Figure 1. Clock distribution.
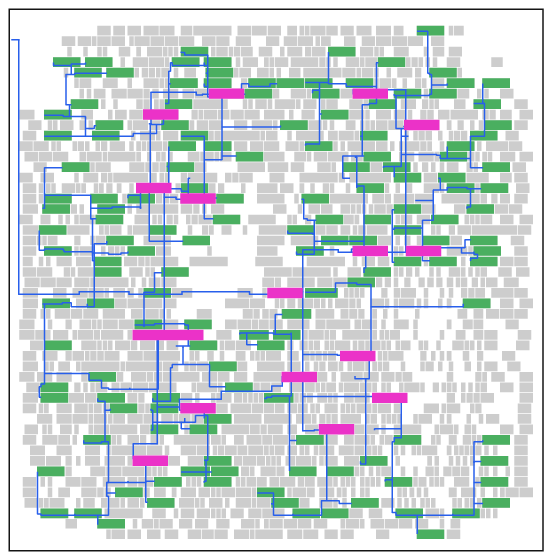
Figure 2. Wiring heat map.
Scale bar: 50 µm. 28 x 28 tiles, from dark purple (low) to yellow (high), scaled to the fullest tile. Values are wire area over tile area, all layers added.
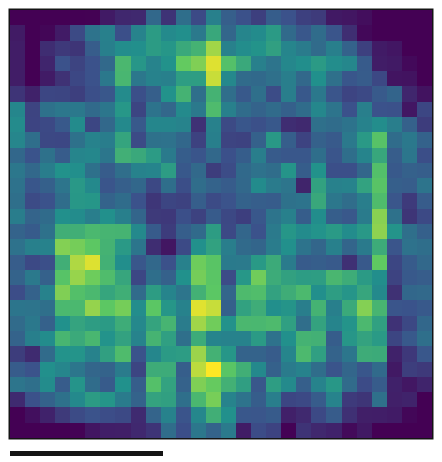
Figure 3. Cell outlines without signal wires.
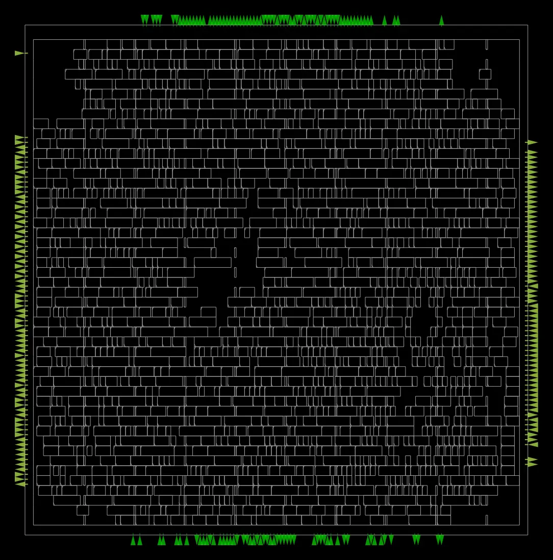
## config.mk

```make
export PLATFORM = sky130hd
export DESIGN_NAME = memory_stage
export DESIGN_NICKNAME = d
export VERILOG_FILES = /design/src/rtl/memory_stage.sv
export SDC_FILE = /design/constraint.sdc
export NUM_CORES = 1
export LEC_CHECK = 0
export ABC_AREA = 1
export CAP_MARGIN = 20
export CORE_AREA = 2 2 136 138
export DETAILED_ROUTE_END_ITERATION = 7
export DIE_AREA = 0 0 138 140
export GPL_TIMING_DRIVEN = 0
export HOLD_SLACK_MARGIN = 0.02
export PLACE_DENSITY = 0.74
export RECOVER_POWER = 25
export SETUP_SLACK_MARGIN = 0.15
export SLEW_MARGIN = 20
export SYNTH_ARGS = -nofsm -noshare
export SYNTH_HDL_FRONTEND = slang
export SYNTH_SLANG_ARGS = --single-unit
```

## constraint.sdc

```tcl
create_clock -name clk -period 1.6 [get_ports clk]
set_input_delay 0.32 -clock clk [delete_from_list [all_inputs] [get_ports clk]]
set_output_delay 0.32 -clock clk [all_outputs]
set_load 0.02 [all_outputs]
```

## src/rtl/memory_stage.sv

```systemverilog
// ME pipeline stage: EX/ME register, data-memory load/store handshake,
// load-data formatting and the registered ME/WB interface toward writeback.
module memory_stage #(
    parameter int ADDR_W = 5,
    parameter int DATA_W = 32
) (
    input  logic              clk,
    input  logic              rst,
    input  logic              valid_i,
    input  logic              rf_we_i,
    input  logic [ADDR_W-1:0] rf_waddr_i,
    input  logic              mem2rf_i,
    input  logic              mem_we_i,
    input  logic [2:0]        mem_size_i,
    input  logic [DATA_W-1:0] alu_result_i,
    input  logic [DATA_W-1:0] store_data_i,
    output logic              dmem_req_o,
    output logic              dmem_we_o,
    output logic [DATA_W-1:0] dmem_addr_o,
    output logic [3:0]        dmem_be_o,
    output logic [DATA_W-1:0] dmem_wdata_o,
    input  logic              dmem_gnt_i,
    input  logic              dmem_rvalid_i,
    input  logic [DATA_W-1:0] dmem_rdata_i,
    output logic              stall_o,
    output logic              misalign_o,
    output logic              rf_we_o,
    output logic [ADDR_W-1:0] rf_waddr_o,
    output logic              mem2rf_o,
    output logic [DATA_W-1:0] mem_rdata_o,
    output logic [DATA_W-1:0] alu_result_o,
    output logic [1:0]        fsm_state
);

    localparam logic [1:0] IDLE = 2'd0;
    localparam logic [1:0] REQ  = 2'd1;
    localparam logic [1:0] RESP = 2'd2;

    logic              ex_valid;
    logic              ex_rf_we;
    logic [ADDR_W-1:0] ex_waddr;
    logic              ex_mem2rf;
    logic              ex_mem_we;
    logic [2:0]        ex_size;
    logic [DATA_W-1:0] ex_alu;
    logic [DATA_W-1:0] ex_sdata;

    logic [1:0]        state;
    logic [1:0]        state_next;

    logic              is_byte;
    logic              is_half;
    logic              is_word;
    logic              is_load;
    logic              mem_op;
    logic              misaligned;
    logic              access;
    logic              issuing;
    logic              mem_done;
    logic              retire;
    logic [1:0]        offset;
    logic [3:0]        be_base;
    logic [15:0]       lane;
    logic [DATA_W-1:0] wdata_rep;
    logic [DATA_W-1:0] load_data;

    // Unlisted funct3 codes fall through to word size.
    assign offset     = ex_alu[1:0];
    assign is_byte    = (ex_size == 3'b000) || (ex_size == 3'b100);
    assign is_half    = (ex_size == 3'b001) || (ex_size == 3'b101);
    assign is_word    = !is_byte && !is_half;
    assign is_load    = ex_mem2rf && !ex_mem_we;
    assign mem_op     = ex_valid && (ex_mem2rf || ex_mem_we);
    assign misaligned = (is_half && offset[0]) || (is_word && (offset != 2'b00));
    assign access     = mem_op && !misaligned;

    // Handshake: dmem_req_o holds address/be/wdata stable until dmem_gnt_i; a
    // granted load then waits for dmem_rvalid_i, which may coincide with the grant.
    assign issuing  = access && (state != RESP);
    assign mem_done = ex_mem_we ? (issuing && dmem_gnt_i)
                                : ((issuing && dmem_gnt_i && dmem_rvalid_i) ||
                                   ((state == RESP) && dmem_rvalid_i));
    assign stall_o    = access && !mem_done;
    assign misalign_o = mem_op && misaligned;
    assign retire     = ex_valid && !stall_o && !misalign_o;

    always_comb begin
        be_base   = 4'b1111;
        wdata_rep = ex_sdata;
        if (is_byte) begin
            be_base   = 4'b0001;
            wdata_rep = {4{ex_sdata[7:0]}};
        end else if (is_half) begin
            be_base   = 4'b0011;
            wdata_rep = {2{ex_sdata[15:0]}};
        end
    end

    assign lane = 16'(dmem_rdata_i >> {offset, 3'b000});

    always_comb begin
        if (is_byte)
            load_data = ex_size[2] ? {24'b0, lane[7:0]} : {{24{lane[7]}}, lane[7:0]};
        else if (is_half)
            load_data = ex_size[2] ? {16'b0, lane} : {{16{lane[15]}}, lane};
        else
            load_data = dmem_rdata_i;
    end

    assign dmem_req_o   = issuing;
    assign dmem_we_o    = issuing && ex_mem_we;
    assign dmem_addr_o  = issuing ? {ex_alu[DATA_W-1:2], 2'b00} : '0;
    assign dmem_be_o    = issuing ? (be_base << offset) : 4'b0000;
    assign dmem_wdata_o = issuing ? wdata_rep : '0;
    assign fsm_state    = state;

    always_comb begin
        state_next = state;
        case (state)
            IDLE, REQ: begin
                if (!issuing)
                    state_next = IDLE;
                else if (!dmem_gnt_i)
                    state_next = REQ;
                else if (ex_mem_we || dmem_rvalid_i)
                    state_next = IDLE;
                else
                    state_next = RESP;
            end
            RESP:    if (dmem_rvalid_i) state_next = IDLE;
            default: state_next = IDLE;
        endcase
    end

    always_ff @(posedge clk) begin
        if (rst)
            state <= IDLE;
        else
            state <= state_next;
    end

    always_ff @(posedge clk) begin
        if (rst) begin
            ex_valid  <= 1'b0;
            ex_rf_we  <= 1'b0;
            ex_waddr  <= '0;
            ex_mem2rf <= 1'b0;
            ex_mem_we <= 1'b0;
            ex_size   <= 3'b000;
            ex_alu    <= '0;
            ex_sdata  <= '0;
        end else if (!stall_o) begin
            ex_valid  <= valid_i;
            ex_rf_we  <= rf_we_i;
            ex_waddr  <= rf_waddr_i;
            ex_mem2rf <= mem2rf_i;
            ex_mem_we <= mem_we_i;
            ex_size   <= mem_size_i;
            ex_alu    <= alu_result_i;
            ex_sdata  <= store_data_i;
        end
    end

    // Cycles without a retiring instruction write a bubble into ME/WB.
    always_ff @(posedge clk) begin
        if (rst) begin
            rf_we_o      <= 1'b0;
            rf_waddr_o   <= '0;
            mem2rf_o     <= 1'b0;
            mem_rdata_o  <= '0;
            alu_result_o <= '0;
        end else if (retire) begin
            rf_we_o      <= ex_rf_we && !ex_mem_we;
            rf_waddr_o   <= ex_waddr;
            mem2rf_o     <= is_load;
            mem_rdata_o  <= is_load ? load_data : '0;
            alu_result_o <= ex_alu;
        end else begin
            rf_we_o  <= 1'b0;
            mem2rf_o <= 1'b0;
        end
    end

endmodule

```

==> impl_metrics.yaml <==
# yosys + openroad results
power_and_ir_drop:
  leakage_nw: 5.76
  powerDensity_nw_per_um2: 895
  p_clk_frac: 0.345
  p_switching_mw: 3.96
  intPower_mw: 8.13
synthesis:
  ys_sh_xor: 0
  synthAoiAreaFrac: 0.130
  ys_types: 30
  synth_cells: 1117
  synthTopCellsByArea: "dfxtp_1 41%, nor2_1 18%, nand2_1 10%"
layout:
  area_growth_pct: 87.0
  num-nets-final: 1588
  seq_cells: 149
die:
  die_x_um: 138
  die-area_um2: 19300
final_timing:
  slew_viol_final: 0
  layout_setup_ws_ps: -742
  finalSetupViolations: 292
  rsz0062_at_grt: "yes"
  finalClockPeriodUsage: 1.46
global_routing:
  grt_pass1_vias: 8547
  grt_antenna_before_repair: 1
outcome:
  violations: "negative setup slack"
  outcome: "finished with violations"
worst_setup_path:
  path_cells: "buf_6 > nor2_4 > inv_2 > nand2_4 > nand2_4 > nor2_4 > inv_2 > buf_12 > buf_12 > buf_12 > nor2_4 > buf_6"
  worstSetupStartpointType: "flop"
  end_kind: "primary output"
  path_delay_family: "buffers and inverters"
routing:
  drcViolationCount: 0
  vias: 9052
  drt_pass1_iterations: 5
min_path:
  min_path_type: "input pin to flop"
placement:
  dpl-instance-area_um2: 10500
About Figure 1:
magenta -> clock-net drivers  # count 17
green -> flip-flops  # count 149
blue -> clock wires  # length 1,970 µm
flops lie = spread over the die
routed clock nets = 18

About Figure 2:
densest ninth of the die = bottom centre
nearly empty tiles = 4.7%
fullest tile = 0.70
tiles over half the peak = 25%
mean over tiles = 0.26

About Figure 3:
FILL cells: 1,283
flop share of the area: 0.221
core footprint: 17,800 µm²
Tap Count: 229

==> cell usage after synthesis, drive strengths merged <==
cell	n
nor2	354
nand2	197
dfxtp	149
a21oi	84
o21ai	84
inv	72
nand3	71
buf	65
clkbuf	16
o211ai	7
nand3b	5
a221oi	4
nor3	3
clkinv	2
conb	1
nand4	1
nor4	1
o32ai	1
==> worst min-delay path, cell delays in order <==
cell and delay, ps:
clkdlybuf4s50_1 390, nor2_1 100, nor2_1 50
==> final timing paths <==
check	from	to	slack, ps	cells after the start
setup / recovery	ex_alu[0]	dmem_wdata_o[12]	-740	12
hold / removal	store_data_i[17]	ex_sdata[17]	460	3
setup reg to reg	ex_alu[0]	fsm_state[1]	-720	17
hold reg to reg	mem_rdata_o[8]	mem_rdata_o[8]	470	2
==> power by group through the flow <==
stage | Clock [mW] | Sequential (mW) | Combinational (mW)
after floorplan | 0 | 4.41 | 1.43
after global placement | 0 | 4.26 | 2.64
after detailed placement | 0 | 4.26 | 2.66
after CTS | 4.19 | 4.20 | 3.25
after global routing | 4.32 | 4.28 | 3.89
final | 4.18 | 4.25 | 3.66
==> per-stage QoR <==
step                total power [mW]  cells  utilization  hold WS (ps)
finish                          12.1   1719        0.760           463
floorplan                       5.84   1118            -           392
global placement                6.90   1601        0.593           459
global route                    12.5   1719        0.760           467
detailed placement              6.93   1601        0.593           461
CTS                             11.6   1695        0.707           456
==> flip-flops by register name (all words and copies together) (netlist names), 2 cells and up <==
name	count
ex_sdata	32
fsm_state	2
ex_size	3
ex_waddr	5
ex_alu	32
alu_result_o	32
mem_rdata_o	32
rf_waddr_o	5
==> timing repair <==
item / in CTS / in global routing
hold endpoints to repair: 0 / 0
cloned: 15 / 5
endpoints found under the setup margin: 290 / 292
setup buffers: 47 / 18
gates resized: 578 / 209
pin swaps: 17 / 32
No activity file was given, so power comes from the tool's default toggle rates.
